`config.mk`:
```
export PLATFORM = sky130hd
export DESIGN_NAME = rr_mux_nto1_pkt_flat
export DESIGN_NICKNAME = d
export VERILOG_FILES = /design/src/rtl/rr_mux_nto1_pkt_if.sv /design/src/rtl/rr_mux_nto1_pkt.sv /design/src/flat_wrapper.sv
export SDC_FILE = /design/constraint.sdc
export NUM_CORES = 1
export LEC_CHECK = 0
export ABC_AREA = 1
export CAP_MARGIN = 20
export CORE_MARGIN = 3
export CORE_UTILIZATION = 47
export CTS_CLUSTER_DIAMETER = 200
export CTS_CLUSTER_SIZE = 10
export DETAILED_ROUTE_END_ITERATION = 6
export PLACE_DENSITY_LB_ADDON = 0.05
export REMOVE_ABC_BUFFERS = 1
export SYNTH_ARGS = -nofsm -noshare
export SYNTH_HDL_FRONTEND = slang
export SYNTH_SLANG_ARGS = --single-unit
```
`constraint.sdc`:
```
create_clock -name clk -period 6.1 [get_ports clk]
set_input_delay 1.22 -clock clk [delete_from_list [all_inputs] [get_ports clk]]
set_output_delay 1.22 -clock clk [all_outputs]
set_load 0.005 [all_outputs]
```
`src/rtl/rr_mux_nto1_pkt_if.sv`:
```
`default_nettype none
// ============================================================================
//  Module      : rr_mux_nto1_pkt_if
//  Description : Bundle of the N source channels and the single destination
//                channel of the round-robin packet mux. The mux itself uses
//                the slave view. Whatever drives the sources and sinks the
//                destination uses the master view.
//  Revision    : 1.0  initial release
// ============================================================================
interface rr_mux_nto1_pkt_if #(
  parameter int N   = 4,
  parameter int W   = 8,
  parameter int IDW = $clog2(N)
);

  // Source side: one valid/ready/last lane per channel, payloads flattened
  logic [N-1:0]   vld_src;
  logic [N*W-1:0] pld_src;
  logic [N-1:0]   last_src;
  logic [N-1:0]   rdy_src;

  // Destination side: registered beat plus the index of its source
  logic           vld_dst;
  logic [W-1:0]   pld_dst;
  logic           last_dst;
  logic [IDW-1:0] gnt_dst;
  logic           rdy_dst;

  // Status: a packet is in progress and its grant is held
  logic           locked;

  modport master (
    output vld_src, pld_src, last_src, rdy_dst,
    input  rdy_src, vld_dst, pld_dst, last_dst, gnt_dst, locked
  );

  modport slave (
    input  vld_src, pld_src, last_src, rdy_dst,
    output rdy_src, vld_dst, pld_dst, last_dst, gnt_dst, locked
  );

endinterface
`default_nettype wire

```
`src/rtl/rr_mux_nto1_pkt.sv`:
```
`default_nettype none
// ============================================================================
//  Module      : rr_mux_nto1_pkt
//  Description : N-to-1 round-robin arbitrating mux with a registered output
//                stage and packet locking. Multi-beat packets, delimited by
//                last, are never interleaved. Fairness is per packet: the
//                priority pointer only moves when a last beat is taken.
//  Revision    : 1.0  initial release
// ============================================================================
module rr_mux_nto1_pkt #(
  parameter int N   = 4,
  parameter int W   = 8,
  parameter int IDW = $clog2(N)
) (
  input  logic             clk,
  input  logic             rst,
  rr_mux_nto1_pkt_if.slave bus
);

  localparam logic [IDW:0]   c_n_ext    = (IDW+1)'(N);
  localparam logic [IDW-1:0] c_last_idx = IDW'(N - 1);

  // Registered state
  logic [IDW-1:0] r_ptr;       // highest-priority source when unlocked
  logic           r_locked;    // mid-packet: grant is pinned to r_lock_id
  logic [IDW-1:0] r_lock_id;
  logic           r_vld;
  logic [W-1:0]   r_pld;
  logic           r_last;
  logic [IDW-1:0] r_gnt;

  // Combinational arbitration results
  logic [W-1:0]   w_pld_arr [N];
  logic [IDW:0]   w_scan;
  logic [IDW-1:0] w_pick;
  logic           w_found;
  logic [IDW-1:0] w_winner;
  logic           w_req;
  logic           w_load;
  logic           w_xfer;
  logic           w_win_last;
  logic [W-1:0]   w_win_pld;
  logic [IDW-1:0] w_ptr_nxt;
  logic [N-1:0]   w_lock_mask;

  // Unflatten the payload bus so the winner can be selected by index
  for (genvar gi = 0; gi < N; gi++) begin : g_unpack
    assign w_pld_arr[gi] = bus.pld_src[gi*W +: W];
  end

  // The output slot can take a new beat when empty or when its beat leaves
  assign w_load = ~r_vld | bus.rdy_dst;

  // Cyclic first-valid search starting at r_ptr, wrapping modulo N
  always_comb begin
    w_found = 1'b0;
    w_pick  = '0;
    w_scan  = '0;
    for (int k = 0; k < N; k++) begin
      w_scan = {1'b0, r_ptr} + (IDW+1)'(k);
      if (w_scan >= c_n_ext) begin
        w_scan = w_scan - c_n_ext;
      end
      if (!w_found && bus.vld_src[w_scan[IDW-1:0]]) begin
        w_found = 1'b1;
        w_pick  = w_scan[IDW-1:0];
      end
    end
  end

  // While locked only the owning source may be served, even if it is idle.
  // Reset masks the request so no source sees ready during reset.
  assign w_winner   = r_locked ? r_lock_id : w_pick;
  assign w_req      = ~rst & (r_locked ? bus.vld_src[r_lock_id] : w_found);
  assign w_xfer     = w_load & w_req;
  assign w_win_last = bus.last_src[w_winner];
  assign w_win_pld  = w_pld_arr[w_winner];
  assign w_ptr_nxt  = (w_winner == c_last_idx) ? '0 : w_winner + 1'b1;

  // At most one ready bit, and only for the winner
  for (genvar gi = 0; gi < N; gi++) begin : g_rdy
    assign bus.rdy_src[gi] = w_xfer & (w_winner == IDW'(gi));
  end

  // Output register stage: load on transfer, drain when empty-and-idle, hold
  // under back-pressure
  always_ff @(posedge clk or posedge rst) begin
    if (rst) begin
      r_vld  <= 1'b0;
      r_pld  <= '0;
      r_last <= 1'b0;
      r_gnt  <= '0;
    end else if (w_load) begin
      r_vld <= w_xfer;
      if (w_xfer) begin
        r_pld  <= w_win_pld;
        r_last <= w_win_last;
        r_gnt  <= w_winner;
      end
    end
  end

  // Packet lock: a non-last beat pins the grant, a last beat releases it
  always_ff @(posedge clk or posedge rst) begin
    if (rst) begin
      r_locked  <= 1'b0;
      r_lock_id <= '0;
    end else if (w_xfer) begin
      r_locked  <= ~w_win_last;
      r_lock_id <= w_winner;
    end
  end

  // Priority pointer advances past the winner only at packet end
  always_ff @(posedge clk or posedge rst) begin
    if (rst) begin
      r_ptr <= '0;
    end else if (w_xfer && w_win_last) begin
      r_ptr <= w_ptr_nxt;
    end
  end

  assign bus.vld_dst  = r_vld;
  assign bus.pld_dst  = r_pld;
  assign bus.last_dst = r_last;
  assign bus.gnt_dst  = r_gnt;
  assign bus.locked   = r_locked;

  // Ready vector bit belonging to the lock owner
  assign w_lock_mask = {{(N-1){1'b0}}, 1'b1} << r_lock_id;

  a_rdy_onehot0 : assert property (@(posedge clk) disable iff (rst)
    $onehot0(bus.rdy_src));

  a_hold_stable : assert property (@(posedge clk) disable iff (rst)
    (bus.vld_dst && !bus.rdy_dst) |=>
      (bus.vld_dst && $stable(bus.pld_dst) && $stable(bus.last_dst) &&
       $stable(bus.gnt_dst)));

  a_lock_only : assert property (@(posedge clk) disable iff (rst)
    r_locked |-> ((bus.vld_src & bus.rdy_src & ~w_lock_mask) == '0));

endmodule
`default_nettype wire
```
`src/flat_wrapper.sv`:
```
// flat-port wrapper written by rule: the top's interface ports become plain ports
module rr_mux_nto1_pkt_flat 
#(
  parameter int N   = 4,
  parameter int W   = 8,
  parameter int IDW = $clog2(N)
)
  (clk, rst, bus_vld_src, bus_pld_src, bus_last_src, bus_rdy_dst, bus_rdy_src, bus_vld_dst, bus_pld_dst, bus_last_dst, bus_gnt_dst, bus_locked);
  rr_mux_nto1_pkt_if #(.N(N), .W(W), .IDW(IDW)) bus_i ();
  input  logic clk;
  input  logic rst;
  input wire logic [$bits(bus_i.vld_src)-1:0] bus_vld_src;
  input wire logic [$bits(bus_i.pld_src)-1:0] bus_pld_src;
  input wire logic [$bits(bus_i.last_src)-1:0] bus_last_src;
  input wire logic [$bits(bus_i.rdy_dst)-1:0] bus_rdy_dst;
  output wire logic [$bits(bus_i.rdy_src)-1:0] bus_rdy_src;
  output wire logic [$bits(bus_i.vld_dst)-1:0] bus_vld_dst;
  output wire logic [$bits(bus_i.pld_dst)-1:0] bus_pld_dst;
  output wire logic [$bits(bus_i.last_dst)-1:0] bus_last_dst;
  output wire logic [$bits(bus_i.gnt_dst)-1:0] bus_gnt_dst;
  output wire logic [$bits(bus_i.locked)-1:0] bus_locked;
  assign bus_i.vld_src = bus_vld_src;
  assign bus_i.pld_src = bus_pld_src;
  assign bus_i.last_src = bus_last_src;
  assign bus_i.rdy_dst = bus_rdy_dst;
  assign bus_rdy_src = bus_i.rdy_src;
  assign bus_vld_dst = bus_i.vld_dst;
  assign bus_pld_dst = bus_i.pld_dst;
  assign bus_last_dst = bus_i.last_dst;
  assign bus_gnt_dst = bus_i.gnt_dst;
  assign bus_locked = bus_i.locked;
  rr_mux_nto1_pkt #(.N(N), .W(W), .IDW(IDW)) u_core (.clk(clk), .rst(rst), .bus(bus_i));
endmodule
```
==> flow_summary.json, run 1 <==
{
  "status": "finished clean",
  "power_density_mw_per_mm2": 490.4,
  "topCellsByArea": "nand2_1 37%, dfrtp_1 25%, nand2_2 7.6%",
  "htree_num_levels": 1,
  "top_power_group": "combinational logic",
  "ys.warnings.count": 0,
  "grt_remaining_overflow": 0,
  "tightest_slew_ns": 0.5893,
  "logic_family": "simple AND/OR/NAND/NOR gates",
  "synth_top_area_share_pct": 36.86,
  "fin_area_mm2": 0.002076,
  "async_flop_share_pct": 100.0,
  "n_antenna_cell": 0,
  "yosys-top-cells-count": "145 x nand2_1, 19 x inv_1, 18 x nand2_2",
  "num_rows": 19,
  "cp_slowest_cell": "clkdlybuf4s50_1",
  "finalNetCount": 358,
  "dp.cells": 348,
  "grt_setup_unrepaired": "no",
  "critPathMostFrequentCell": "inv_1"
}
[run 1: per-layer routing]
| layer | routed length (µm) | track usage, % | share of wire [%] | vias to the layer above |
|---|---|---|---|---|
| li1 | - | - | - | 875 |
| met1 | 1693 | 26.89 | 46 | 699 |
| met2 | 1617 | 31.07 | 44 | 67 |
| met3 | 328 | 2.893 | 9.0 | 2 |
| met4 | 6 | 1.818 | 0.16 | 0 |
| met5 | 0 | 0 | 0 | - |
[run 1: logic make-up after synthesis]
kind of cell / after synthesis
and+or+nand+nor: 195
buffers and inverters: 32
DFF: 15
AOI/OAI and AO/OA: 9
adders and majority gates: 4
[run 1: final timing paths]
kind	from	slack [ns]	endpoint	cells past startpoint
min reg2reg	u_core.bus.pld_dst[4]$_DFFE_PP0P_	0.49	u_core.bus.pld_dst[4]$_DFFE_PP0P_	2
min in group asynchronous	rst	1.28	u_core.r_ptr[0]$_DFFE_PP0P_	2
max in group asynchronous	rst	4.43	u_core.r_lock_id[0]$_DFFE_PP0P_	2
max	bus_vld_src[3]	0.92	bus_rdy_src[0]	16
max reg2reg	u_core.r_ptr[0]$_DFFE_PP0P_	3.47	u_core.r_ptr[1]$_DFFE_PP0P_	15
min	u_core.bus.pld_dst[4]$_DFFE_PP0P_	0.49	u_core.bus.pld_dst[4]$_DFFE_PP0P_	2
[run 1: critical path: cells and delay by family]
family	cells	cell delay, ns
buffers and inverters	6	1.55
adders and majority gates	1	0.21
and+or+nand+nor	9	0.97
[run 1: layout make-up]
type                    instances  area [µm²]  share of cell area [%]
clock buffers                   3       22.52                   1.085
clock inverters                 1       5.005                  0.2411
inverters                      24       92.59                   4.461
multi-input cells             208       937.1                   45.15
flip-flops and latches         15       375.4                   18.08
well taps                      42       52.55                   2.532
repair buffers                 59       590.6                   28.45
Run 1, gate families picked out:
Drawn at 6 px/µm.
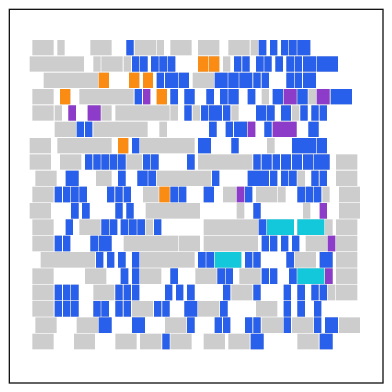
| family | colour | cells | most used |
|---|---|---|---|
| nor cells | purple | 11 | nor2_1 |
| fa/ha/maj cells | cyan | 4 | ha_1 |
| nand cells | blue | 184 | nand2_1 |
| aoi and oai cells | orange | 9 | o21ai_0 |

Run 1, pin placement:
Drawn at 6 px/µm. Pins as bars across the die edge, other pins in grey.
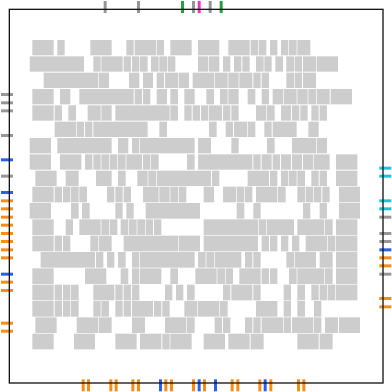
| port | colour | pins | direction | edge |
|---|---|---|---|---|
| bus_pld_src | orange | 32 | input | 16 south, 12 west, 4 east |
| bus_last_src | cyan | 4 | input | east |
| bus_locked | magenta | 1 | output | north |
| bus_gnt_dst | green | 2 | output | north |
| bus_pld_dst | blue | 8 | output | 4 south, 3 west, 1 east |
all pins by edge: 20 west, 20 south, 13 east, 7 north
die height: 62.05 µm
die width: 62.05 µm
# port buffers: 59

Run 1, clock wires, drivers and flops:
Drawn at 8 px/µm.
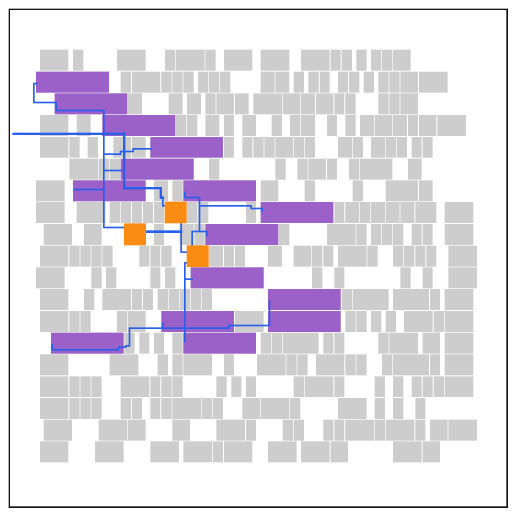
[flip-flops] purple | count: 15
[clock-net drivers] orange | count: 3
[clock wires] blue | length: 154 µm
routed clock nets: 4
clock distribution power: 0.0549 mW
worst-case clock skew: 0.01032 ns
Clock Power Share: 5.4%
clk_lat worst skew: 0.28 ns

Run 1, the clock network:
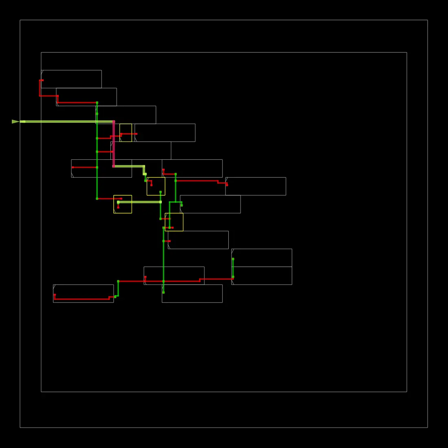
Flop Count: 15
Num CTS Buffers: 3
clock buffers: 3
clk sinks: 15

==> run 2: changes to the inputs <==
- CORE_UTILIZATION: 47 -> 39
- clock period: 6.1 -> 4.3 ns (I/O delays scaled with it)
Run 2, metal layers overlaid:
Drawn at 4 px/µm. Two of the layers only.
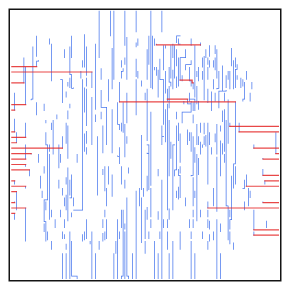
| layer | colour | wire length |
|---|---|---|
| M3 | red | 208 µm |
| M2 | blue | 1770 µm |

Run 2, pin placement:
Drawn at 6 px/µm. Pins as bars across the die edge, other pins in grey.
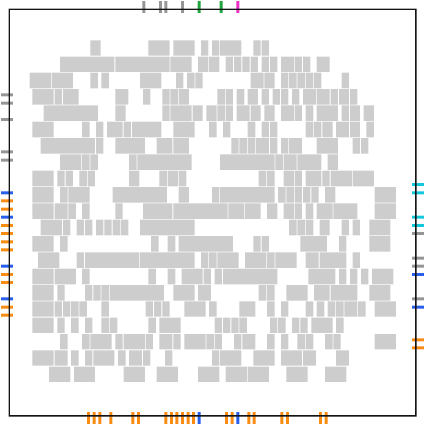
| port | colour | pins | direction | edge |
|---|---|---|---|---|
| bus_gnt_dst | green | 2 | output | north |
| bus_locked | magenta | 1 | output | north |
| bus_pld_dst | blue | 8 | output | 4 west, 2 east, 2 south |
| bus_pld_src | orange | 32 | input | 20 south, 10 west, 2 east |
| bus_last_src | cyan | 4 | input | east |
all pins by edge: 22 south, 19 west, 12 east, 7 north
die width: 67.53 µm
die height: 67.53 µm

==> flow_summary.json, run 2 <==
{
  "cts.sinks": 15,
  "n_antenna_cell": 0,
  "grt_setup_unrepaired": "no",
  "async_flop_share_pct": 100.0,
  "topCellsByArea": "nand2_1 37%, dfrtp_1 25%, nand2_2 7.6%",
  "clk_share_pct": 2.257,
  "clk_latency_ns": 0.25,
  "synth.cell_area_mm2": 0.001476,
  "cts_tree": "built",
  "seq_share_pct": 17.36,
  "bufAreaShareNonClock_pct": 30.09,
  "cts_root_buf": "clkbuf_8",
  "fin_area_mm2": 0.002162,
  "power_density_mw_per_mm2": 724.5,
  "n_all_inverters": 24,
  "tightest_slew_ns": 0.4248,
  "comb_share_pct": 43.34,
  "ys.warnings.count": 0,
  "portBuffers": 59,
  "cts_hold_buf": 0,
  "pg_comb_mw": 1.18,
  "htree_num_levels": 1,
  "numCtsBuffers": 3,
  "critPathLaunch": "bus_vld_src[3]",
  "grt_remaining_overflow": 0,
  "reg2reg_slack_ns": 1.95,
  "peakVddDrop_v": 0.0004309,
  "synth_top_area_share_pct": 36.86,
  "comb_area_um2": 937.1,
  "hold_start": "u_core.bus.pld_dst[5]$_DFFE_PP0P_",
  "reg2reg_from": "u_core.r_ptr[0]$_DFFE_PP0P_",
  "taps": 46,
  "flops": 15,
  "fin_skew_ns": 0.005581,
  "fp_util_pct": 42.25,
  "top_power_group": "combinational logic",
  "comb_cells": 208,
  "num_rows": 21,
  "total_power_mw": 1.566,
  "powerClk_mw": 0.115,
  "grt_pass1_wl_mm": 6.555,
  "buffers": 67,
  "largestClassByArea": "logic gates",
  "critPathLaunchType": "input pin",
  "dp.cells": 360,
  "clockPowerShare_pct": 7.3,
  "clockBufferDepth": 2,
  "yosys-top-cells-count": "145 x nand2_1, 19 x inv_1, 18 x nand2_2",
  "finalNetCount": 366,
  "status": "finished clean"
}
run 2: cell count changes in the layout (fill, tap and decap cells not counted):
cell and change:
clkbuf_8 +3, buf_4 +8, clkinvlp_4 +1, clkinv_2 -1, clkbuf_4 -3
run 2: path summary, 6_finish.rpt:
path,end,depth (start not counted)
min,u_core.bus.pld_dst[5]$_DFFE_PP0P_,2
max in group asynchronous,u_core.r_lock_id[0]$_DFFE_PP0P_,3
max reg2reg,u_core.r_ptr[0]$_DFFE_PP0P_,15
max,bus_rdy_src[0],16
min in group asynchronous,u_core.bus.pld_dst[6]$_DFFE_PP0P_,3
min reg2reg,u_core.bus.pld_dst[5]$_DFFE_PP0P_,2
run 2: logic make-up after synthesis:
| group | share of synthesized area (%) |
|---|---|
| buffers and inverters | 11.10 |
| and+or+nand+nor | 57.03 |
| DFF | 25.42 |
| adders and majority gates | 3.390 |
| AOI/OAI and AO/OA | 3.050 |
run 2: worst max-delay path, stage by stage:
cell             delay [ns]
clkdlybuf4s50_1        0.44
inv_1                  0.10
nand2_2                0.06
nand3_1                0.14
nand2_2                0.08
nor2_2                 0.16
nand3_1                0.08
nand2_1                0.06
inv_1                  0.04
nand2_1                0.07
nand2_1                0.15
inv_1                  0.14
ha_1                   0.15
inv_1                  0.04
nor2_1                 0.09
clkdlybuf4s50_1        0.50
run 2: layer usage:
| metal | global-route usage (%) | share of wire [%] | up-vias | wire, µm |
|---|---|---|---|---|
| li1 | - | - | 893 | - |
| met1 | 25.08 | 48 | 718 | 1855 |
| met2 | 30.62 | 46 | 39 | 1766 |
| met3 | 2.163 | 5.4 | 0 | 208 |
| met4 | 2.785 | 0 | 0 | 0 |
| met5 | 0 | 0 | - | 0 |
Power figures rest on the tool's default switching activity, not on a simulated workload.
